Figure 1. Cell classes on the final placement (run 1).
Scale: 2 px per micron.
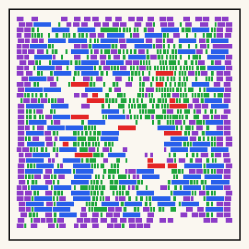
Figure 2. Clock network drawn from the DEF (run 1).
Scale: 4 px per micron.
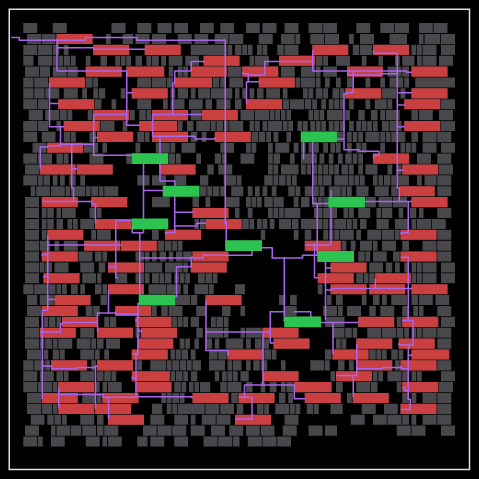
Figure 3. Met3 routing (run 1).
Scale: 3 px per micron. Cells faint in the background.
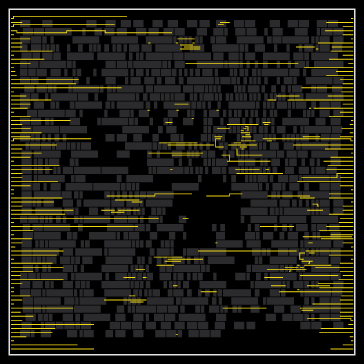
Figure 4. Wires at chosen ports, followed through buffers (run 1).
Scale: 4 px per micron.
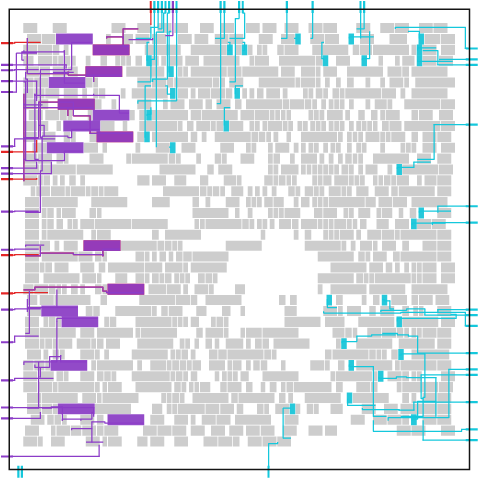
$ cat src/rtl/cpu_ctrl_pkg.sv
// Shared definitions for the fetch/exception-entry sequencer and its decoder peer:
// sequencer states, exception cause codes, IR field positions and the default vector base.
package cpu_ctrl_pkg;

  typedef enum logic [2:0] {
    ST_FETCH    = 3'd0,
    ST_WAIT     = 3'd1,
    ST_ISSUE    = 3'd2,
    ST_EXEC     = 3'd3,
    ST_EXC_RD   = 3'd4,
    ST_EXC_WAIT = 3'd5
  } fetch_state_e;

  typedef enum logic [1:0] {
    EXC_INVALID_OP = 2'd0,
    EXC_OVERFLOW   = 2'd1,
    EXC_DIV_ZERO   = 2'd2,
    EXC_RESERVED   = 2'd3
  } exc_cause_e;

  localparam int OPCODE_MSB = 31;
  localparam int OPCODE_LSB = 26;
  localparam int RS_MSB     = 25;
  localparam int RS_LSB     = 21;
  localparam int RT_MSB     = 20;
  localparam int RT_LSB     = 16;
  localparam int RD_MSB     = 15;
  localparam int RD_LSB     = 11;
  localparam int SHAMT_MSB  = 10;
  localparam int SHAMT_LSB  = 6;
  localparam int FUNCT_MSB  = 5;
  localparam int FUNCT_LSB  = 0;
  localparam int IMM_MSB    = 15;
  localparam int IMM_LSB    = 0;

  localparam logic [31:0] EXC_BASE_DEFAULT = 32'd253;

  // The reserved cause shares the invalid-opcode handler.
  function automatic logic [1:0] exc_vector_index(input logic [1:0] cause);
    return (cause == 2'(EXC_RESERVED)) ? 2'(EXC_INVALID_OP) : cause;
  endfunction

endpackage

$ cat src/rtl/fetch_sequencer_if.sv
// Memory read port plus the opcode/funct handshake between the fetch sequencer
// (master) and the memory/control decoder side (slave).
interface fetch_sequencer_if;
  logic [31:0] mem_addr;
  logic        mem_rd;
  logic [31:0] mem_rdata;
  logic [5:0]  opcode;
  logic [5:0]  funct;
  logic [4:0]  rs;
  logic [4:0]  rt;
  logic [4:0]  rd;
  logic [4:0]  shamt;
  logic [15:0] imm;
  logic        instr_valid;
  logic        instr_ready;

  modport master (
    output mem_addr, mem_rd,
    input  mem_rdata,
    output opcode, funct, rs, rt, rd, shamt, imm, instr_valid,
    input  instr_ready
  );

  modport slave (
    input  mem_addr, mem_rd,
    output mem_rdata,
    input  opcode, funct, rs, rt, rd, shamt, imm, instr_valid,
    output instr_ready
  );
endinterface

$ cat src/rtl/fetch_wait_timer.sv
// Saturating 3-bit memory-latency timer; done flags the last cycle of a MEM_LAT wait.
module fetch_wait_timer #(
  parameter int MEM_LAT = 1
) (
  input  logic clk,
  input  logic reset_n,
  input  logic clr,
  input  logic en,
  output logic done
);

  logic [2:0] cnt;

  always_ff @(posedge clk or negedge reset_n) begin
    if (!reset_n) begin
      cnt <= '0;
    end else if (clr) begin
      cnt <= '0;
    end else if (en && (cnt != 3'd7)) begin
      cnt <= cnt + 3'd1;
    end
  end

  assign done = en && (cnt == 3'(MEM_LAT - 1));

endmodule

$ cat src/rtl/fetch_sequencer.sv
// Multicycle instruction fetch and exception-entry sequencer owning PC, EPC and IR.
// Optional FETCH_PERF_CNT_EN adds retired_cnt/exc_cnt performance counters.
module fetch_sequencer
  import cpu_ctrl_pkg::*;
#(
  parameter int          MEM_LAT  = 1,
  parameter logic [31:0] EXC_BASE = EXC_BASE_DEFAULT,
  parameter logic [31:0] RESET_PC = 32'd0
) (
  input  logic               clk,
  input  logic               reset_n,
  fetch_sequencer_if.master  bus,
  input  logic [31:0]        next_pc,
  input  logic               next_pc_valid,
  input  logic               exc_valid,
  input  logic [1:0]         exc_cause,
  output logic [31:0]        pc,
  output logic [31:0]        pc_plus4,
  output logic [31:0]        epc
`ifdef FETCH_PERF_CNT_EN
  ,
  output logic [31:0]        retired_cnt,
  output logic [15:0]        exc_cnt
`endif
);

  fetch_state_e state, state_nx;
  logic         run;
  logic [31:0]  ir;
  logic [1:0]   cause_q;
  logic [31:0]  next_pc_al;
  logic [31:0]  mem_addr_c;
  logic         timer_clr, timer_en, timer_done;
  logic         ir_ld, pc_ld_next, pc_ld_vec, epc_ld;

  assign next_pc_al = next_pc & 32'hFFFF_FFFC;

  fetch_wait_timer #(.MEM_LAT(MEM_LAT)) u_timer (
    .clk     (clk),
    .reset_n (reset_n),
    .clr     (timer_clr),
    .en      (timer_en),
    .done    (timer_done)
  );

  // run holds the machine idle for the first edge after reset release.
  always_ff @(posedge clk or negedge reset_n) begin
    if (!reset_n) begin
      run   <= 1'b0;
      state <= ST_FETCH;
    end else begin
      run <= 1'b1;
      if (run) state <= state_nx;
    end
  end

  always_comb begin
    state_nx   = state;
    timer_clr  = 1'b0;
    timer_en   = 1'b0;
    ir_ld      = 1'b0;
    pc_ld_next = 1'b0;
    pc_ld_vec  = 1'b0;
    epc_ld     = 1'b0;
    case (state)
      ST_FETCH: begin
        timer_clr = 1'b1;
        state_nx  = ST_WAIT;
      end
      ST_WAIT: begin
        timer_en = 1'b1;
        if (timer_done) begin
          ir_ld    = 1'b1;
          state_nx = ST_ISSUE;
        end
      end
      ST_ISSUE: begin
        if (bus.instr_ready) state_nx = ST_EXEC;
      end
      ST_EXEC: begin
        // Exception has priority; a simultaneous next_pc is dropped.
        if (exc_valid) begin
          epc_ld   = 1'b1;
          state_nx = ST_EXC_RD;
        end else if (next_pc_valid) begin
          pc_ld_next = 1'b1;
          state_nx   = ST_FETCH;
        end
      end
      ST_EXC_RD: begin
        timer_clr = 1'b1;
        state_nx  = ST_EXC_WAIT;
      end
      ST_EXC_WAIT: begin
        timer_en = 1'b1;
        if (timer_done) begin
          pc_ld_vec = 1'b1;
          state_nx  = ST_FETCH;
        end
      end
      default: state_nx = ST_FETCH;
    endcase
  end

  always_ff @(posedge clk or negedge reset_n) begin
    if (!reset_n) begin
      pc      <= RESET_PC;
      epc     <= '0;
      ir      <= '0;
      cause_q <= '0;
    end else begin
      if (ir_ld) ir <= bus.mem_rdata;
      if (epc_ld) begin
        epc     <= pc;
        cause_q <= exc_vector_index(exc_cause);
      end
      if (pc_ld_next)     pc <= next_pc_al;
      else if (pc_ld_vec) pc <= {24'b0, bus.mem_rdata[7:0]};
    end
  end

  always_comb begin
    mem_addr_c = '0;
    if (run && (state == ST_FETCH))       mem_addr_c = pc;
    else if (run && (state == ST_EXC_RD)) mem_addr_c = EXC_BASE + 32'(cause_q);
  end

  assign bus.mem_addr    = mem_addr_c;
  assign bus.mem_rd      = run && ((state == ST_FETCH) || (state == ST_EXC_RD));
  assign bus.instr_valid = (state == ST_ISSUE);
  assign bus.opcode      = ir[OPCODE_MSB:OPCODE_LSB];
  assign bus.rs          = ir[RS_MSB:RS_LSB];
  assign bus.rt          = ir[RT_MSB:RT_LSB];
  assign bus.rd          = ir[RD_MSB:RD_LSB];
  assign bus.shamt       = ir[SHAMT_MSB:SHAMT_LSB];
  assign bus.funct       = ir[FUNCT_MSB:FUNCT_LSB];
  assign bus.imm         = ir[IMM_MSB:IMM_LSB];
  assign pc_plus4        = pc + 32'd4;

`ifdef FETCH_PERF_CNT_EN
  always_ff @(posedge clk or negedge reset_n) begin
    if (!reset_n) begin
      retired_cnt <= '0;
      exc_cnt     <= '0;
    end else begin
      if (pc_ld_next) retired_cnt <= retired_cnt + 32'd1;
      if (epc_ld)     exc_cnt     <= exc_cnt + 16'd1;
    end
  end
`endif

endmodule

$ cat src/flat_wrapper.sv
// flat-port wrapper written by rule: the top's interface ports become plain ports
module fetch_sequencer_flat import cpu_ctrl_pkg::*;
#(
  parameter int          MEM_LAT  = 1,
  parameter logic [31:0] EXC_BASE = EXC_BASE_DEFAULT,
  parameter logic [31:0] RESET_PC = 32'd0
)
  (clk, reset_n, next_pc, next_pc_valid, exc_valid, exc_cause, pc, pc_plus4, epc, bus_mem_addr, bus_mem_rd, bus_mem_rdata, bus_opcode, bus_funct, bus_rs, bus_rt, bus_rd, bus_shamt, bus_imm, bus_instr_valid, bus_instr_ready);
  fetch_sequencer_if bus_i ();
  input  logic clk;
  input  logic reset_n;
  input  logic [31:0] next_pc;
  input  logic next_pc_valid;
  input  logic exc_valid;
  input  logic [1:0] exc_cause;
  output logic [31:0] pc;
  output logic [31:0] pc_plus4;
  output logic [31:0] epc;
  output wire logic [$bits(bus_i.mem_addr)-1:0] bus_mem_addr;
  output wire logic [$bits(bus_i.mem_rd)-1:0] bus_mem_rd;
  input wire logic [$bits(bus_i.mem_rdata)-1:0] bus_mem_rdata;
  output wire logic [$bits(bus_i.opcode)-1:0] bus_opcode;
  output wire logic [$bits(bus_i.funct)-1:0] bus_funct;
  output wire logic [$bits(bus_i.rs)-1:0] bus_rs;
  output wire logic [$bits(bus_i.rt)-1:0] bus_rt;
  output wire logic [$bits(bus_i.rd)-1:0] bus_rd;
  output wire logic [$bits(bus_i.shamt)-1:0] bus_shamt;
  output wire logic [$bits(bus_i.imm)-1:0] bus_imm;
  output wire logic [$bits(bus_i.instr_valid)-1:0] bus_instr_valid;
  input wire logic [$bits(bus_i.instr_ready)-1:0] bus_instr_ready;
  assign bus_mem_addr = bus_i.mem_addr;
  assign bus_mem_rd = bus_i.mem_rd;
  assign bus_i.mem_rdata = bus_mem_rdata;
  assign bus_opcode = bus_i.opcode;
  assign bus_funct = bus_i.funct;
  assign bus_rs = bus_i.rs;
  assign bus_rt = bus_i.rt;
  assign bus_rd = bus_i.rd;
  assign bus_shamt = bus_i.shamt;
  assign bus_imm = bus_i.imm;
  assign bus_instr_valid = bus_i.instr_valid;
  assign bus_i.instr_ready = bus_instr_ready;
  fetch_sequencer #(.MEM_LAT(MEM_LAT), .EXC_BASE(EXC_BASE), .RESET_PC(RESET_PC)) u_core (.clk(clk), .reset_n(reset_n), .bus(bus_i), .next_pc(next_pc), .next_pc_valid(next_pc_valid), .exc_valid(exc_valid), .exc_cause(exc_cause), .pc(pc), .pc_plus4(pc_plus4), .epc(epc));
endmodule
$ cat config.mk
export PLATFORM = sky130hd
export DESIGN_NAME = fetch_sequencer_flat
export DESIGN_NICKNAME = d
export VERILOG_FILES = /design/src/rtl/cpu_ctrl_pkg.sv /design/src/rtl/fetch_sequencer_if.sv /design/src/rtl/fetch_wait_timer.sv /design/src/rtl/fetch_sequencer.sv /design/src/flat_wrapper.sv
export SDC_FILE = /design/constraint.sdc
export NUM_CORES = 1
export LEC_CHECK = 0
export ABC_AREA = 1
export CAP_MARGIN = 20
export CORE_MARGIN = 3
export CORE_UTILIZATION = 45
export CTS_CLUSTER_SIZE = 40
export DETAILED_ROUTE_END_ITERATION = 16
export GPL_TIMING_DRIVEN = 0
export PLACE_DENSITY = 0.85
export SLEW_MARGIN = 30
export SYNTH_ARGS = -nofsm -noshare
export SYNTH_HDL_FRONTEND = slang
export SYNTH_HIERARCHICAL = 1
export SYNTH_SLANG_ARGS = --single-unit
$ cat constraint.sdc
create_clock -name clk -period 2.75 [get_ports clk]
set_input_delay 0.4125 -clock clk [delete_from_list [all_inputs] [get_ports clk]]
set_output_delay 0.4125 -clock clk [all_outputs]
set_load 0.01 [all_outputs]
==> impl_metrics.csv, run 1 <==
group,metric,value,unit
cells_and_area,drive_gt1_share,10.2,%
worst_setup_path,crit_end,"bus_mem_addr[16]",
power_and_ir_drop,power_density,1050,mW/mm^2
worst_setup_path,r2r_cells,8,
cells_and_area,comb_area,0.00216,sq mm
floorplan,core,0.0115,sq mm
cells_and_area,seqAreaFraction,31.4,%
timing,fin_crit_sh,96.1,%
placed_design,gp_congestion,0.912,
global_routing,antenna_found_initial,0,
route,first_pass_iters,6,
route,drtAntennaViolNets,0,
min_path,hold_depth,2,
worst_setup_path,r2r-start,"u_core/state[0]",
route,drt-met1-wl,6890,microns
global_routing,grtUsageMet1,31.6,%
floorplan,die-area,0.0132,sq mm
clocking,cts_inserted_buffers,9,
global_routing,grtUsageMet2,49.6,%
worst_setup_path,max_stage_delay,0.56,ns
worst_setup_path,start_kind,"register",
cells_and_area,buffers,294,
global_routing,grt_pass1_vias,5743,
min_path,hp-class,"reg2reg",
floorplan,dieWidth,115,microns
cells_and_area,comb_cells,458,
worst_setup_path,critPathLaunch,"u_core/state[1]",
global_routing,use_met3,9.09,%
synthesis,largest_area_cell,"dfrtp_1",
cells_and_area,final-clk-cell-share,3.40,%
cells_and_area,n_all_inverters,87,
synthesis,yosysCellCount,691,
synthesis,yosys_area,0.00532,sq mm
floorplan,core.rowCount,39,
route,wl_met3,2070,microns
route,wl_met2,9260,microns
cells_and_area,final-nonclk-buf-share,33.5,%
cells_and_area,sh_comb_area,25.7,%
worst_setup_path,critPathBufInv,2,
synthesis,ys_types,25,
synthesis,ys.warnings.count,6,
floorplan,fp_util,46.4,%
clocking,cts_setup_buffers,4,
global_routing,grt_usage,28.2,%
worst_setup_path,r2r_slack,0.72,ns
cells_and_area,flop-count,105,
worst_setup_path,required,2.34,ns
power_and_ir_drop,power.total,8.84,mW
placed_design,dpl_cell_area,0.00799,sq mm
global_routing,busiest_layer,"met2",
clocking,cts.path.max_buffers,2,
cells_and_area,final_nets,1031,
timing,setup_tns,0,ns
worst_setup_path,cp_max_fo,10,
synthesis,area_leaders,"dfrtp_1 49%, nand2_1 15%, inv_1 5.9%",
cells_and_area,lay_top_count,"clkdlybuf4s50_1",
global_routing,gr-total-overflow,0,
route,vias_per_cell,5.14,
clocking,cts_tree,"yes",
worst_setup_path,r2r_end,"u_core/pc[20]",
placed_design,dp_hpwl,14400,microns
global_routing,grt_pass1_wl,29000,microns
cells_and_area,top_area_cell_class,"non-clock buffers",
cells_and_area,clkbuf_count,10,
worst_setup_path,path_cells,"nor3b_4 -> nand2_2 -> clkbuf_1 -> nor2_1 -> clkdlybuf4s50_1",
timing,setup_ws,0.107,ns
clocking,hold_buffers,1,
worst_setup_path,cp-end-kind,"output pin",
timing,max_freq,378,MHz
timing,hold_violations,0,
cells_and_area,area_delta_synth_final,57.9,%
worst_setup_path,cp_slowest_cell,"clkdlybuf4s50_1",
route,highest_layer,"met4",
placed_design,dp.cells,1081,
cells_and_area,regArea,0.00264,sq mm
outcome,status,"finished, final reports clean",
timing,fin_skew,0.00963,ns
floorplan,die_y,115,microns
synthesis,ys_ff,105,
synthesis,syn-num-nets,767,
timing,hold_slack,0.488,ns
clocking,cts.reportedPaths.clkPinSlew,0.07,ns
placed_design,portBuffers,246,
cells_and_area,lay_top_cells,"240 x clkdlybuf4s50_1, 212 x nand2_1, 99 x dfrtp_1",
power_and_ir_drop,leakage,3.85,nW
synthesis,ys_seq_share,49.4,%
cells_and_area,antennaDiodeCount,0,
synthesis,syn_area_per_cell,7.69,sq um
placed_design,pre_cts_ws,0.103,ns
-- Figure 1 (at the start) --
- all other logic: green (cells 545; share of their area 30%)
- flip-flops: blue (cells 105; share of their area 32%)
- clock drivers and dummy loads: red (cells 15; share of their area 3.5%)
- other buffers and delay cells: purple (cells 294; share of their area 34%)

-- Figure 2 (at the start) --
- cells driving clock nets: green (count 9)
- flip-flops: red (count 105)
- clock wires: purple (length 1280 microns)
- flops lie: widely spread
Power Clock: 1.26 mW
Skew-Pair Late Insertion Delay: 0.34 ns

-- Figure 3 (at the start) --
- nets with wire on the layer: 223
- wire length on this layer: 2070 microns
total routed wirelength: 18600 microns
via count: 5662

-- Figure 4 (at the start) --
- bus_imm: purple (bits 16; direction output; edge 15 west, 1 north; end cells 16; buffers 22; wire 741 microns)
- next_pc: cyan (bits 32; direction input; edge 15 east, 14 north, 3 south; end cells 30; buffers 30; wire 803 microns)
- bus_funct: red (bits 6; direction output; edge 5 west, 1 north; end cells 6; buffers 6; wire 237 microns)

[run 1: worst min-delay path, stage by stage (launching register included)]
cell,delay [ns]
dfrtp_1,0.35
nand2_1,0.07
o21ai_2,0.05
[run 1: logic make-up (layout without fill, tap and decap cells)]
| kind of cell | count (synthesis) | count (layout) | share of synthesized area [%] |
|---|---|---|---|
| fa+ha+maj | 5 | 5 | 1.18 |
| flops | 105 | 105 | 49.4 |
| simple gates | 332 | 332 | 25.4 |
| xor+xnor | 15 | 15 | 2.47 |
| compound gates | 105 | 105 | 10.4 |
| buf+inv | 128 | 396 | 11.0 |
| other cells | 1 | 1 | 0.0706 |
[run 1: worst min path at each step]
stage,from,to,slack [ns]
floorplan,reset_n,u_core/cause_q[0],0.12
global placement,u_core/epc[10],u_core/epc[10],0.47
detailed placement,reset_n,u_core/pc[22],0.33
CTS,u_core/epc[21],u_core/epc[21],0.49
global route,u_core/epc[13],u_core/epc[13],0.50
finish,u_core/epc[21],u_core/epc[21],0.49
[run 1: Yosys cell counts, drive strengths merged]
library cell  count
o21ai            99
nand3b            1
conb              1
a21oi             1
clkbuf            4
o22ai             4
ha                5
inv              87
o31ai             1
nand3            36
buf              37
nor2             75
nor3b             1
nand2           219
dfrtp           105
xor2             15
[run 1: report_power, final]
| group | switching [mW] | total [mW] | internal [mW] |
|---|---|---|---|
| combinational | 2.22 | 4.73 | 2.51 |
| clock | 0.605 | 1.26 | 0.653 |
| sequential | 0.647 | 2.86 | 2.21 |
[run 1: flip-flops by register name, summed over array words and instances (netlist names)]
register / cells
u_core/ir: 32
u_core/cause_q: 2
u_core/u_timer/cnt: 3
u_core/epc: 32
u_core/run: 1
u_core/state: 3
u_core/pc: 32
==> run 1 -> run 2 <==
CORE_UTILIZATION = 46   (was 45)
SYNTH_HIERARCHICAL = default   (was 1)
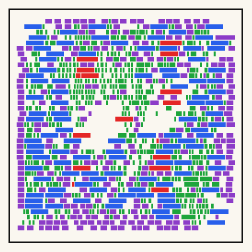
Figure 5: run 2, cell classes on the final placement.
Scale: 2 px per micron.
- other buffers and delay cells: purple (cells 291; share of their area 34%)
- all other logic: green (cells 547; share of their area 31%)
- clock drivers and dummy loads: red (cells 16; share of their area 4.3%)
- flip-flops: blue (cells 105; share of their area 31%)

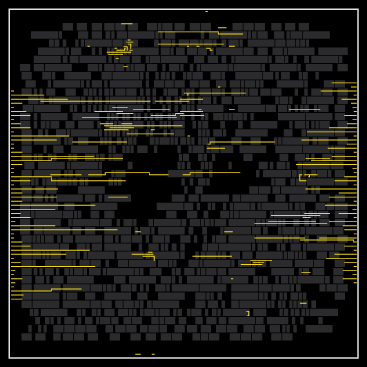
Figure 6: run 2, met3 routing.
Scale: 3 px per micron. Cells faint in the background.
- longest straight run: 36.3 microns
- main direction: horizontal
- nets with wire on the layer: 158
- share of all routed wire: 7.5%
- wire length on this layer: 1360 microns

==> impl_metrics.csv, run 2 <==
group,metric,value,unit
synthesis,yosysCellCount,694,
worst_setup_path,cp-end-kind,"output pin",
clocking,clock_latency,0.34,ns
global_routing,antenna_found_initial,0,
floorplan,core.rowCount,39,
synthesis,logic_family,"simple AND/OR/NAND/NOR gates",
cells_and_area,drive_gt1_share,12.1,%
worst_setup_path,r2r_end,"u_core.epc[24]",
cells_and_area,comb_area,0.00230,sq mm
synthesis,ys_sh_xor,2.37,%
placed_design,dp_hpwl,14300,microns
synthesis,yosys_area,0.00554,sq mm
synthesis,synth-edff-count,0,
synthesis,ys_ff,105,
power_and_ir_drop,power_density,1080,mW/mm^2
synthesis,syn-num-nets,770,
synthesis,mux_share,0,%
worst_setup_path,r2r_slack,1.03,ns
synthesis,postSynth.asyncResetShare,100,%
min_path,hp-class,"in2async",
route,wl,18200,microns
global_routing,grt_usage,26.9,%
synthesis,ys_sh_adder,1.13,%
power_and_ir_drop,leakage,3.96,nW
synthesis,ys_types,29,
worst_setup_path,start_kind,"register",
route,vias_per_cell,5.04,
route,drtAntennaViolNets,0,
cells_and_area,regArea,0.00263,sq mm
synthesis,ff_type,"dfrtp_1",
cells_and_area,lay_top_count,"clkdlybuf4s50_1",
floorplan,die-area,0.0134,sq mm
synthesis,area_leaders,"dfrtp_1 47%, nand2_1 14%, inv_1 5.8%",
synthesis,yosysMostFrequentCell,"nand2_1",
synthesis,syn_area_per_cell,7.98,sq um
placed_design,dp.cells,1084,
clocking,hold_buffers,0,
timing,max_freq,374,MHz
floorplan,die_y,116,microns
cells_and_area,final_nets,1030,
floorplan,fp_util,47.7,%
synthesis,largest_area_cell,"dfrtp_1",
clocking,cts.reportedPaths.clkPinSlew,0.07,ns
worst_setup_path,crit_end,"pc_plus4[14]",
route,via_count,5549,
worst_setup_path,critPathLaunch,"u_core.pc[3]",
clocking,cts.path.max_buffers,2,
outcome,status,"finished, final reports clean",
cells_and_area,lay_top_cells,"240 x clkdlybuf4s50_1, 208 x nand2_1, 101 x dfrtp_1",
floorplan,core,0.0116,sq mm
synthesis,ys_seq_share,47.4,%
floorplan,dieWidth,116,microns
synthesis,compound_area_share,12.0,%
timing,setup_tns,0,ns
timing,hold_violations,0,
placed_design,portBuffers,246,
synthesis,ys_top_cells_by_count,"211 x nand2_1, 105 x dfrtp_1, 85 x inv_1",
timing,hold_slack,0.00433,ns
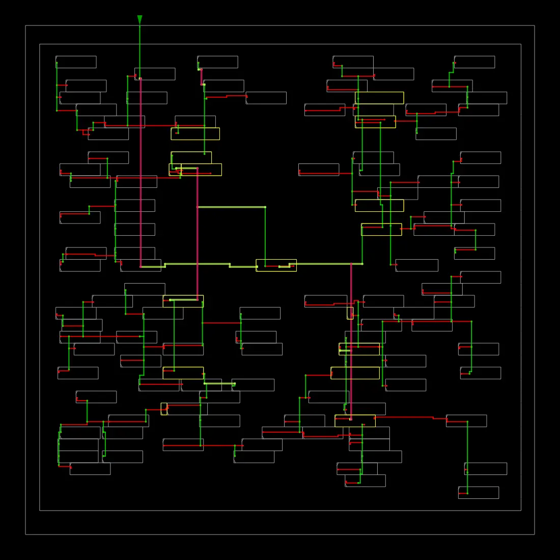
Figure 7: run 2, clock routing.
Num CTS Buffers: 9
clock skew: 0.00446 ns
Power Clock: 1.55 mW

[run 2: cell count changes in the layout (fill, tap and decap cells not counted), sizes merged, moves of 2 or more]
cell and delta:
buf -2, bufinv +4, dlygate4sd2 -2, dlymetal6s2s +2, inv -3, nand2 -5, nand3 +3, nand4 +2
nor3 +3, o21ai +2, o22ai -2
[run 2: metrics by stage]
step	total power [mW]	utilization [%]	area (sq um)	worst slack [ns]
after detailed placement	7.73	70.7	8210	0.192
after global routing	9.84	74.5	8650	-0.0223
after floorplan	5.02	-	5540	0.906
after CTS	9.31	74.0	8600	-0.00669
after global placement	7.61	70.5	8180	-2.70
final	9.30	74.5	8650	0.0730
[run 2: metal layers]
metal / track usage, % / vias to the layer above / share of wire, %
met1: 35.6 / 2620 / 41
li1: - / 2664 / -
met5: 0 / - / 0
met2: 44.7 / 233 / 49
met3: 5.12 / 32 / 7.5
met4: 9.20 / 0 / 2.1
[run 2: repair_timing]
| item | in CTS | in global routing |
|---|---|---|
| gates cloned | 0 | 0 |
| setup endpoints to repair | 36 | 43 |
| resized | 11 | 17 |
| buffers inserted | 0 | 2 |
| pin swaps | 1 | 1 |
[run 2: layout make-up]
type	count	area share (%)
timing repair buffer	249	29.1
clock inverter	5	1.48
inverter	88	3.82
tap	143	2.07
sequential	105	30.4
multi-input combinational	459	26.6
buffer	42	3.78
clock buffer	11	2.69
[run 2: where the power goes]
part	switching [mW]	total, mW	internal, mW	leakage, nW
logic	2.41	5.00	2.59	2.45
registers	0.573	2.75	2.18	1.34
clock network	0.565	1.55	0.983	0.170
total	3.55	9.30	5.75	3.96
[run 2: critical path, stage by stage, from the launching register on]
cell             delay, ns
dfrtp_2               0.42
ha_1                  0.24
inv_1                 0.08
nor2_1                0.14
nand2_2               0.14
nor2_4                0.19
xor2_1                0.15
clkdlybuf4s50_1       0.55
Power figures rest on the tool's default switching activity, not on a simulated workload.
